`config.mk`:
```
export PLATFORM = sky130hd
export DESIGN_NAME = if_stage
export DESIGN_NICKNAME = d
export VERILOG_FILES = /design/src/rtl/if_stage.sv
export SDC_FILE = /design/constraint.sdc
export NUM_CORES = 1
export LEC_CHECK = 0
export CELL_PAD_IN_SITES_DETAIL_PLACEMENT = 1
export CELL_PAD_IN_SITES_GLOBAL_PLACEMENT = 1
export CORE_UTILIZATION = 35
export DETAILED_ROUTE_END_ITERATION = 6
export DONT_BUFFER_PORTS = 1
export GPL_ROUTABILITY_DRIVEN = 0
export GPL_TIMING_DRIVEN = 0
export PLACE_DENSITY_LB_ADDON = 0.1
export SLEW_MARGIN = 0
export SYNTH_ARGS = -nofsm -noshare
export SYNTH_HDL_FRONTEND = slang
export SYNTH_SLANG_ARGS = --single-unit
```
`constraint.sdc`:
```
create_clock -name clk -period 6.2 [get_ports clk]
set_input_delay 1.55 -clock clk [delete_from_list [all_inputs] [get_ports clk]]
set_output_delay 1.55 -clock clk [all_outputs]
set_load 0.05 [all_outputs]
```
`src/rtl/if_stage.sv`:
```
// Instruction-fetch stage: owns the fetch PC, drives the IM address and
// holds the IF/ID pipeline register, with stall, flush and fetch-error flagging.
module if_stage #(
    parameter logic [31:0] PC_RESET = 32'h0000_3000,
    parameter int          IM_WORDS = 4096
) (
    input  logic        clk,
    input  logic        reset,
    input  logic        stall,
    input  logic        flush,
    input  logic        redirect_valid,
    input  logic [31:0] redirect_pc,
    input  logic [31:0] im_instr,
    output logic [31:0] im_addr,
    output logic [31:0] instr_d,
    output logic [31:0] pc_d,
    output logic [31:0] pc8_d,
    output logic        valid_d,
    output logic        adel_d
);

    // Window bounds held in 33 bits so PC_RESET + 4*IM_WORDS cannot wrap.
    localparam logic [32:0] LP_LOW  = {1'b0, PC_RESET};
    localparam logic [32:0] LP_HIGH = {1'b0, PC_RESET} + (33'(IM_WORDS) << 2);

    logic [31:0] r_pc_f;
    logic [31:0] r_instr_d;
    logic [31:0] r_pc_d;
    logic        r_valid_d;
    logic        r_adel_d;

    logic [32:0] w_pc_ext;
    logic        w_misaligned;
    logic        w_below;
    logic        w_above;
    logic        w_fetch_err;
    logic [31:0] w_pc_next;

    assign w_pc_ext     = {1'b0, r_pc_f};
    assign w_misaligned = (r_pc_f[1:0] != 2'b00);
    assign w_below      = (w_pc_ext < LP_LOW);
    assign w_above      = (w_pc_ext >= LP_HIGH);
    assign w_fetch_err  = w_misaligned | w_below | w_above;

    // Redirect targets are taken as-is; a bad target is flagged when fetched.
    assign w_pc_next = redirect_valid ? redirect_pc : (r_pc_f + 32'd4);

    always_ff @(posedge clk) begin
        if (reset) begin
            r_pc_f <= PC_RESET;
        end else if (!stall) begin
            r_pc_f <= w_pc_next;
        end
    end

    // Stall outranks flush, so a flush raised during a stall is dropped.
    always_ff @(posedge clk) begin
        if (reset) begin
            r_instr_d <= 32'd0;
            r_pc_d    <= PC_RESET;
            r_valid_d <= 1'b0;
            r_adel_d  <= 1'b0;
        end else if (stall) begin
            r_instr_d <= r_instr_d;
            r_pc_d    <= r_pc_d;
            r_valid_d <= r_valid_d;
            r_adel_d  <= r_adel_d;
        end else if (flush) begin
            r_instr_d <= 32'd0;
            r_pc_d    <= r_pc_f;
            r_valid_d <= 1'b0;
            r_adel_d  <= 1'b0;
        end else begin
            r_instr_d <= w_fetch_err ? 32'd0 : im_instr;
            r_pc_d    <= r_pc_f;
            r_valid_d <= 1'b1;
            r_adel_d  <= w_fetch_err;
        end
    end

    assign im_addr = r_pc_f;
    assign instr_d = r_instr_d;
    assign pc_d    = r_pc_d;
    assign pc8_d   = r_pc_d + 32'd8;
    assign valid_d = r_valid_d;
    assign adel_d  = r_adel_d;

endmodule
```
==> run summary <==
Notes on the physical implementation.

- The sequential group share of total power is 0.519, for reference.
- 0 antenna diodes ended up in the layout.
- Measured on the final layout, buffering overhead outside the clock network stands at 0.0342.
- The initial antenna violation count is 0.
- The switching component of the power is 461 uW, for reference.
- The power group with the highest consumption is registers, for reference.
- The horizontal die dimension is 118 um, for reference.
- The met1 layer usage reported by global route is 0.290, for reference.
- The post-synth design cell area is 4720 um2, for reference.
- The count of cell types in the netlist is 46, for reference.
- The delay of the slowest cell on the worst path is 0.89 ns, for reference.
- The register area share after synthesis is 0.416, for reference.
- The count of nets left with antenna violations once routing finished came out at 0.
- The detail-routed via count per cell is 5.78, for reference.
- The maximum clock path buffer count is 2, for reference.
- The largest contributor to cell area by class is combinational gates, for reference.
- For the worst reg-to-reg path, the endpoint reported by OpenROAD is im_addr[27].
- The leakage dissipation is 1.98 nW, for reference.
- The number of design rule violations left after detail routing is 0, for reference.
- The worst hold margin is 0.791 ns, for reference.
- The dominant non-sequential cell family after synthesis is simple AND/OR/NAND/NOR gates, for reference.
- The global route total overflow is 0, for reference.
- The detailed route wirelength on metal2 is 7470 um, for reference.
- The clock network latency to the later pin of the worst-skew pair is 0.35 ns, for reference.
- The flow ran to the end, and the final reports show no timing, DRC or antenna violations.
- The flip-flop and latch share of the layout cell area is 0.374, for reference.
- Clock tree synthesis found a total of 98 sinks.
- For this run, global-route usage on met2 was measured as 0.374.
- The iteration count of the initial detailed-routing pass is 4, for reference.
- Of all cell types, the one taking the most synthesized area is sky130_fd_sc_hd__dfxtp_1.
- The worst path needs 4.79 ns of the cycle, external delays included.
- Of the total synthesized cell area, the portion taken by AND-OR and OR-AND cells is 0.177.
- Sorting the synthesized cells by area gives the leading types as sky130_fd_sc_hd__dfxtp_1, sky130_fd_sc_hd__mux2i_1, sky130_fd_sc_hd__a22o_1, sky130_fd_sc_hd__nor2_1, sky130_fd_sc_hd__xnor2_1.
- Setup slack on the worst path after placement came out at 1.72 ns.
- The uppermost layer routed is met4, for reference.
- Hold analysis shows the worst path with a depth of 2.
- The via count of the first global-routing pass is 4278, for reference.
- The launch point of the worst hold path is pc_d[1], for reference.
- The fraction of power consumed by combinational cells is 0.094, for reference.
- The fraction of synthesized cell area taken by the top area cell type is 0.416, for reference.
==> images/placed.png <==
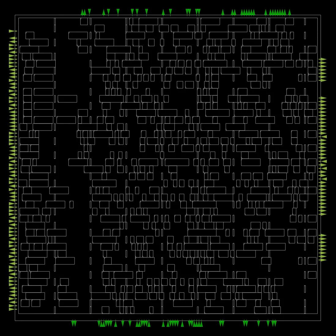
number of filler cells placed in the layout: 1550
number of tap cells inserted: 176
number of core rows: 42

==> images/route_heat.png <==
24 x 24 tiles, from black (low) to pale yellow (high), scaled to the fullest tile. Values are wire area over tile area, all layers added.
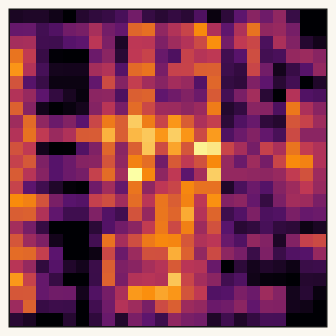
densest ninth of the die	center
fullest tile	0.51
tiles over half the peak	28%
emptiest ninth of the die	south-east
mean over tiles	0.18
nearly empty tiles	6.2%

==> images/clock_wires.png <==
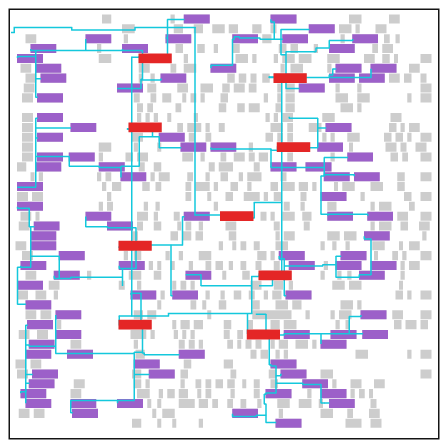
[clock wires] cyan | length: 1230 um
[clock-net drivers] red | count: 9
[flip-flops] purple | count: 98
routed clock nets	10

==> images/gates.png <==
Scale bar: 20 um.
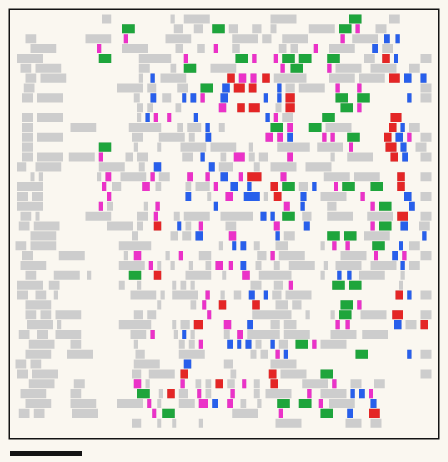
family	color	cells	most used
mux cells	green	42	mux2i_1
nor cells	magenta	91	nor2_1
and/or cells	red	35	and3_1
nand cells	blue	74	nand2_1

No activity file was given, so power comes from the tool's default toggle rates.
